Fig. 1: M3 wires
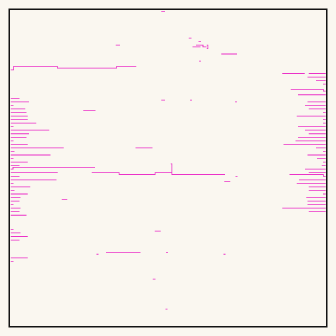
Fig. 2: pin placement
Pins as bars across the die edge, other pins in grey.
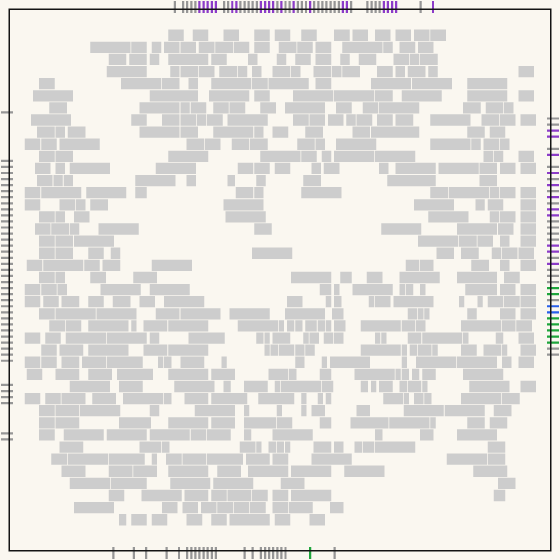
Fig. 3: placement view
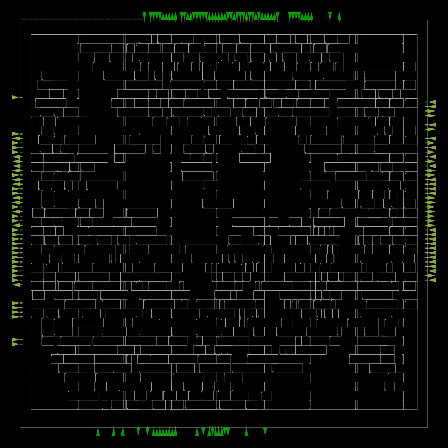
$ cat src/rtl/command_executor.sv
// rtl/command_executor.sv - executes decoded READ/WRITE frames on a req/ack memory bus and replies over a byte UART
//
// Ports:
//   clock, reset_n            system clock (rising edge), asynchronous active-low reset
//   i_command/i_address/i_data decoded frame fields, captured when i_valid pulses in IDLE
//   i_valid, i_error          frame strobe and decoder error code (nonzero = bad frame)
//   o_busy, o_overrun, o_done busy from accept to done, dropped-frame pulse, response-complete pulse
//   o_mem_*, i_mem_*          memory request held until i_mem_ack (or timeout)
//   o_tx_byte, o_tx_start     byte and start pulse to the UART transmitter
//   i_tx_done                 transmitter finished the current byte
module command_executor #(
    parameter logic [7:0] CMD_READ    = 8'h00,
    parameter logic [7:0] CMD_WRITE   = 8'h01,
    parameter logic [7:0] ACK_BYTE    = 8'hAA,
    parameter logic [7:0] NAK_BYTE    = 8'hEE,
    parameter int         MEM_TIMEOUT = 1024
) (
    input  logic        clock,
    input  logic        reset_n,
    input  logic [7:0]  i_command,
    input  logic [14:0] i_address,
    input  logic [31:0] i_data,
    input  logic        i_valid,
    input  logic [1:0]  i_error,
    output logic        o_busy,
    output logic        o_overrun,
    output logic        o_mem_req,
    output logic        o_mem_we,
    output logic [14:0] o_mem_addr,
    output logic [31:0] o_mem_wdata,
    input  logic        i_mem_ack,
    input  logic [31:0] i_mem_rdata,
    output logic [7:0]  o_tx_byte,
    output logic        o_tx_start,
    input  logic        i_tx_done,
    output logic        o_done
);

    typedef enum logic [2:0] {
        S_IDLE, S_MEM, S_TX_STAT, S_WAIT_STAT, S_TX_DATA, S_WAIT_DATA, S_FIN
    } state_t;

    localparam int             CW       = (MEM_TIMEOUT > 2) ? $clog2(MEM_TIMEOUT) : 1;
    localparam logic [CW-1:0]  CNT_LAST = CW'(MEM_TIMEOUT - 1);

    state_t        state_q, state_d;
    logic [7:0]    cmd_q;
    logic [14:0]   addr_q;
    logic [31:0]   wdata_q;
    logic [31:0]   rdata_q;
    logic [7:0]    status_q;
    logic [CW-1:0] cnt_q;
    logic [1:0]    idx_q;
    logic          overrun_q;

    logic frame_ok;
    logic mem_timeout;

    assign frame_ok    = (i_error == 2'b00) && ((i_command == CMD_READ) || (i_command == CMD_WRITE));
    assign mem_timeout = (cnt_q == CNT_LAST);

    always_ff @(posedge clock or negedge reset_n) begin
        if (!reset_n) begin
            state_q <= S_IDLE;
        end else begin
            state_q <= state_d;
        end
    end

    always_comb begin
        state_d = state_q;
        unique case (state_q)
            S_IDLE:      if (i_valid) state_d = frame_ok ? S_MEM : S_TX_STAT;
            // ack takes priority over a timeout landing in the same cycle
            S_MEM:       if (i_mem_ack || mem_timeout) state_d = S_TX_STAT;
            S_TX_STAT:   state_d = S_WAIT_STAT;
            S_WAIT_STAT: if (i_tx_done)
                             state_d = ((cmd_q == CMD_READ) && (status_q == ACK_BYTE)) ? S_TX_DATA : S_FIN;
            S_TX_DATA:   state_d = S_WAIT_DATA;
            S_WAIT_DATA: if (i_tx_done) state_d = (idx_q == 2'd0) ? S_FIN : S_TX_DATA;
            S_FIN:       state_d = S_IDLE;
            default:     state_d = S_IDLE;
        endcase
    end

    always_ff @(posedge clock or negedge reset_n) begin
        if (!reset_n) begin
            cmd_q     <= '0;
            addr_q    <= '0;
            wdata_q   <= '0;
            rdata_q   <= '0;
            status_q  <= '0;
            cnt_q     <= '0;
            idx_q     <= '0;
            overrun_q <= 1'b0;
        end else begin
            overrun_q <= i_valid && (state_q != S_IDLE);

            // counter only runs while staying in MEM, so it is zero on every MEM entry
            cnt_q <= ((state_q == S_MEM) && (state_d == S_MEM)) ? cnt_q + 1'b1 : '0;

            unique case (state_q)
                S_IDLE: if (i_valid) begin
                    cmd_q    <= i_command;
                    addr_q   <= i_address;
                    wdata_q  <= i_data;
                    status_q <= NAK_BYTE;
                end
                S_MEM: if (i_mem_ack) begin
                    status_q <= ACK_BYTE;
                    if (cmd_q == CMD_READ) rdata_q <= i_mem_rdata;
                end else if (mem_timeout) begin
                    status_q <= NAK_BYTE;
                end
                S_WAIT_STAT: if (i_tx_done) idx_q <= 2'd3;
                S_WAIT_DATA: if (i_tx_done) idx_q <= idx_q - 2'd1;
                default: ;
            endcase
        end
    end

    always_comb begin
        o_busy      = (state_q != S_IDLE);
        o_overrun   = overrun_q;
        o_mem_req   = (state_q == S_MEM);
        o_mem_we    = o_mem_req && (cmd_q == CMD_WRITE);
        o_mem_addr  = o_mem_req ? addr_q  : '0;
        o_mem_wdata = o_mem_req ? wdata_q : '0;
        o_tx_start  = (state_q == S_TX_STAT) || (state_q == S_TX_DATA);
        o_done      = (state_q == S_FIN);
        unique case (state_q)
            S_TX_STAT, S_WAIT_STAT: o_tx_byte = status_q;
            S_TX_DATA, S_WAIT_DATA: o_tx_byte = 8'(rdata_q >> {idx_q, 3'b000});
            default:                o_tx_byte = 8'h00;
        endcase
    end

endmodule
$ cat config.mk
export PLATFORM = sky130hd
export DESIGN_NAME = command_executor
export DESIGN_NICKNAME = d
export VERILOG_FILES = /design/src/rtl/command_executor.sv
export SDC_FILE = /design/constraint.sdc
export NUM_CORES = 1
export LEC_CHECK = 0
export CAP_MARGIN = 20
export CELL_PAD_IN_SITES_DETAIL_PLACEMENT = 0
export CELL_PAD_IN_SITES_GLOBAL_PLACEMENT = 1
export CORE_MARGIN = 3
export CORE_UTILIZATION = 37
export DETAILED_ROUTE_END_ITERATION = 6
export PLACE_DENSITY = 0.9
export RECOVER_POWER = 50
export SYNTH_ARGS = -nofsm -noshare
export SYNTH_HDL_FRONTEND = slang
export SYNTH_SLANG_ARGS = --single-unit
$ cat constraint.sdc
create_clock -name clock -period 3 [get_ports clock]
set_clock_uncertainty 0.2 [all_clocks]
set_input_delay 0.6 -clock clock [delete_from_list [all_inputs] [get_ports clock]]
set_output_delay 0.6 -clock clock [all_outputs]
set_load 0.005 [all_outputs]
==> Slide: Implementation Results <==
Implementation Results

Outcome
  • Outcome: completed

GRT
  • Initial antenna violation count: 0
  • GRT Util Overall: 0.163
  • Pin count of the biggest net entering global routing: 48
  • Total global routing overflow: 0
  • Vias in the first global route: 3715

Critical path
  • Crit path DRT: 2200 ps
  • Max stage delay on crit path: 550 ps
  • Slowest stage cell, crit path: clkdlybuf4s50_1
  • R2R depth: 6
  • Worst path cell trace: nand2b_1, o21ai_0, clkdlybuf4s50_1
  • Max FO, Critical Path: 11
  • Startpoint Class: flip-flop
  • Worst R2R Setup Slack: 440 ps
  • Reg2Reg Launch Point: cmd_q[5]
  • Crit. End Element: output port
  • Crit Path Category: flip-flop to output port

CTS
  • CTS max path bufs: 2
  • CTS tree: built
  • Clk slew on worst S/H paths: 70 ps
  • Clk latency late pin: 350 ps
  • Total CTS buffers: 9
  • Clock root buffer: clkbuf_16
  • # clock sinks: 105

Worst hold path
  • Worst Hold Class: input pin to async pin

Route
  • Vias/cell: 4.95
  • Average wire per standard cell: 16.8 um
  • Residual DRC count: 0
  • Antenna-violating nets left: 0
  • Iter 0 DRT Violations: 118

Layout
  • Ant. Diodes: 0
  • Final cell utilization of the core: 0.546
  • # nets final: 618
  • Post-route cell area: 7000 sq um
  • Fraction of layout cells with a size suffix above 1: 0.241

Yosys
  • Ys cells: 371
  • EDFF count, synth: 0
  • Dominant cell area share: 0.534
  • Syn. warnings: 0
  • Cells after Synth: 371
  • Post-synthesis sequential area ratio: 0.534
  • Mapped Area: 4920 sq um
  • Distinct cells, synth: 39
  • Ys flop type: dfrtp_1
  • Top cells by area: dfrtp_1 53%, mux2_2 13%, mux2_4 9.2%

Final timing
  • Setup ws final: 118 ps
  • Fmax: 347 MHz
  • Final setup viols: 0
  • Final min period: 2880 ps
  • Final hold viol count: 0

Flow run
  • Stage-log warning count: 26

Power and ir drop
  • Pwr Density: 807 nW/um^2
  • Peak supply drop: 0.300 mV
  • Static leakage: 3.19 nW

Placed design
  • Place WS: 275 ps
  • Placer Congestion: 0.739
  • Detailed placer's ending HPWL: 8.66 mm
  • Post-DP Area: 6660 sq um
  • Inst Count DP: 682

Die
  • Site Rows: 41
  • # IOs: 155
  • Fp util: 0.383
  • DIE AREA: 14700 sq um
Back to the opening pictures, Fig. 1:
The layer holds 5.7% of the routed length. 92 nets have wire on it.
Detailed Route WL: 11.8 mm
via count: 3463

Back to the opening pictures, Fig. 2:
Purple is `o_mem_wdata`, pins 32, direction output, edge 21 north, 11 east. Blue is `i_error`, pins 2, direction input, edge east. Green is `i_command`, pins 8, direction input, edge 7 east, 1 south.
DIE WIDTH: 121 um
PortBufs: 154

Back to the opening pictures, Fig. 3:
sequential cell area share: 0.376
core box area: 12800 sq um
filler instances: 1074

## registers in the layout, summed over array words and instances, names as in the netlist
name / cells
wdata_q: 32
state_q: 3
o_overrun: 1
addr_q: 15
rdata_q: 32
cnt_q: 10
status_q: 2
idx_q: 2
cmd_q: 8
## worst max-delay path by stage
stage / cells after the start / endpoint / from
floorplan: 3 / o_mem_we / cmd_q[5]
global placement: 4 / o_mem_we / cmd_q[5]
detailed placement: 4 / o_mem_we / cmd_q[5]
CTS: 5 / o_tx_byte[1] / idx_q[0]
global route: 4 / o_mem_addr[3] / state_q[1]
finish: 3 / o_tx_byte[1] / state_q[1]
## critical path: cells and delay by family (launching register included)
kind	cells	cell delay, ps
buf+inv	1	550
flops	1	480
simple gates	1	390
compound gates	1	320
## layout by cell type (no fill, tap or decap), types with 2 or more instances in the layout
cell,instances
a21oi_1,4
and2_1,2
and3_1,48
buf_12,3
buf_4,5
bufinv_16,3
clkbuf_1,2
clkbuf_16,9
clkbuf_2,3
clkdlybuf4s50_1,150
dfrtp_1,105
dlygate4sd3_1,2
ha_1,2
inv_1,10
mux2_2,57
mux2_4,30
mux2i_1,2
mux4_2,8
nand2_1,9
nand2b_1,2
nand3_1,7
nand4_1,3
nor2_1,19
nor2b_1,3
nor3_1,2
o21ai_0,8
xnor2_1,3
xor2_1,5
## cell type report
class	count	area share
sequential	105	0.376
multi-input combinational	230	0.302
timing repair buffer	166	0.237
clock buffer	11	0.0347
tap	172	0.0308
clock inverter	5	0.0147
inverter	10	0.00536
## logic make-up after synthesis
family	after synthesis	synth area share
xor gates and xnor gates	8	0.0143
muxes	97	0.263
and+or+nand+nor	106	0.129
AOI/OAI and AO/OA	17	0.0193
adders and majority gates	2	0.00509
DFF	105	0.534
buffers and inverters	36	0.0351
## per-layer routing
metal  vias to the layer above  track usage  part of all wire
met1                      1713        0.208              0.43
met4                         0       0.0693             0.023
met3                        21       0.0350             0.057
li1                       1617            -                 -
met5                         -            0                 0
met2                       112        0.268              0.49
## metrics by stage
step	setup TNS, ps	hold slack [ps]
2_1_floorplan	0	104
3_3_place_gp	0	281
3_5_place_dp	0	289
4_1_cts	0	69.1
5_1_grt	-16.4	315
6_report	0	273
## where the power goes
group          internal (mW)  leakage, nW  switching (mW)
Sequential              1.91         1.33           0.298
Combinational           1.29         1.70           0.801
Clock                  0.837        0.166           0.510
Total                   4.04         3.19            1.61
## what timing repair did
action                                 in CTS  in global routing
endpoints found under the hold margin       0                  0
pin swaps                                   1                  0
hold buffers                                0                  0
gates resized                               1                  2
setup endpoints to repair                   1                  1
setup buffers                               1                  0
No activity file was given, so power comes from the tool's default toggle rates.
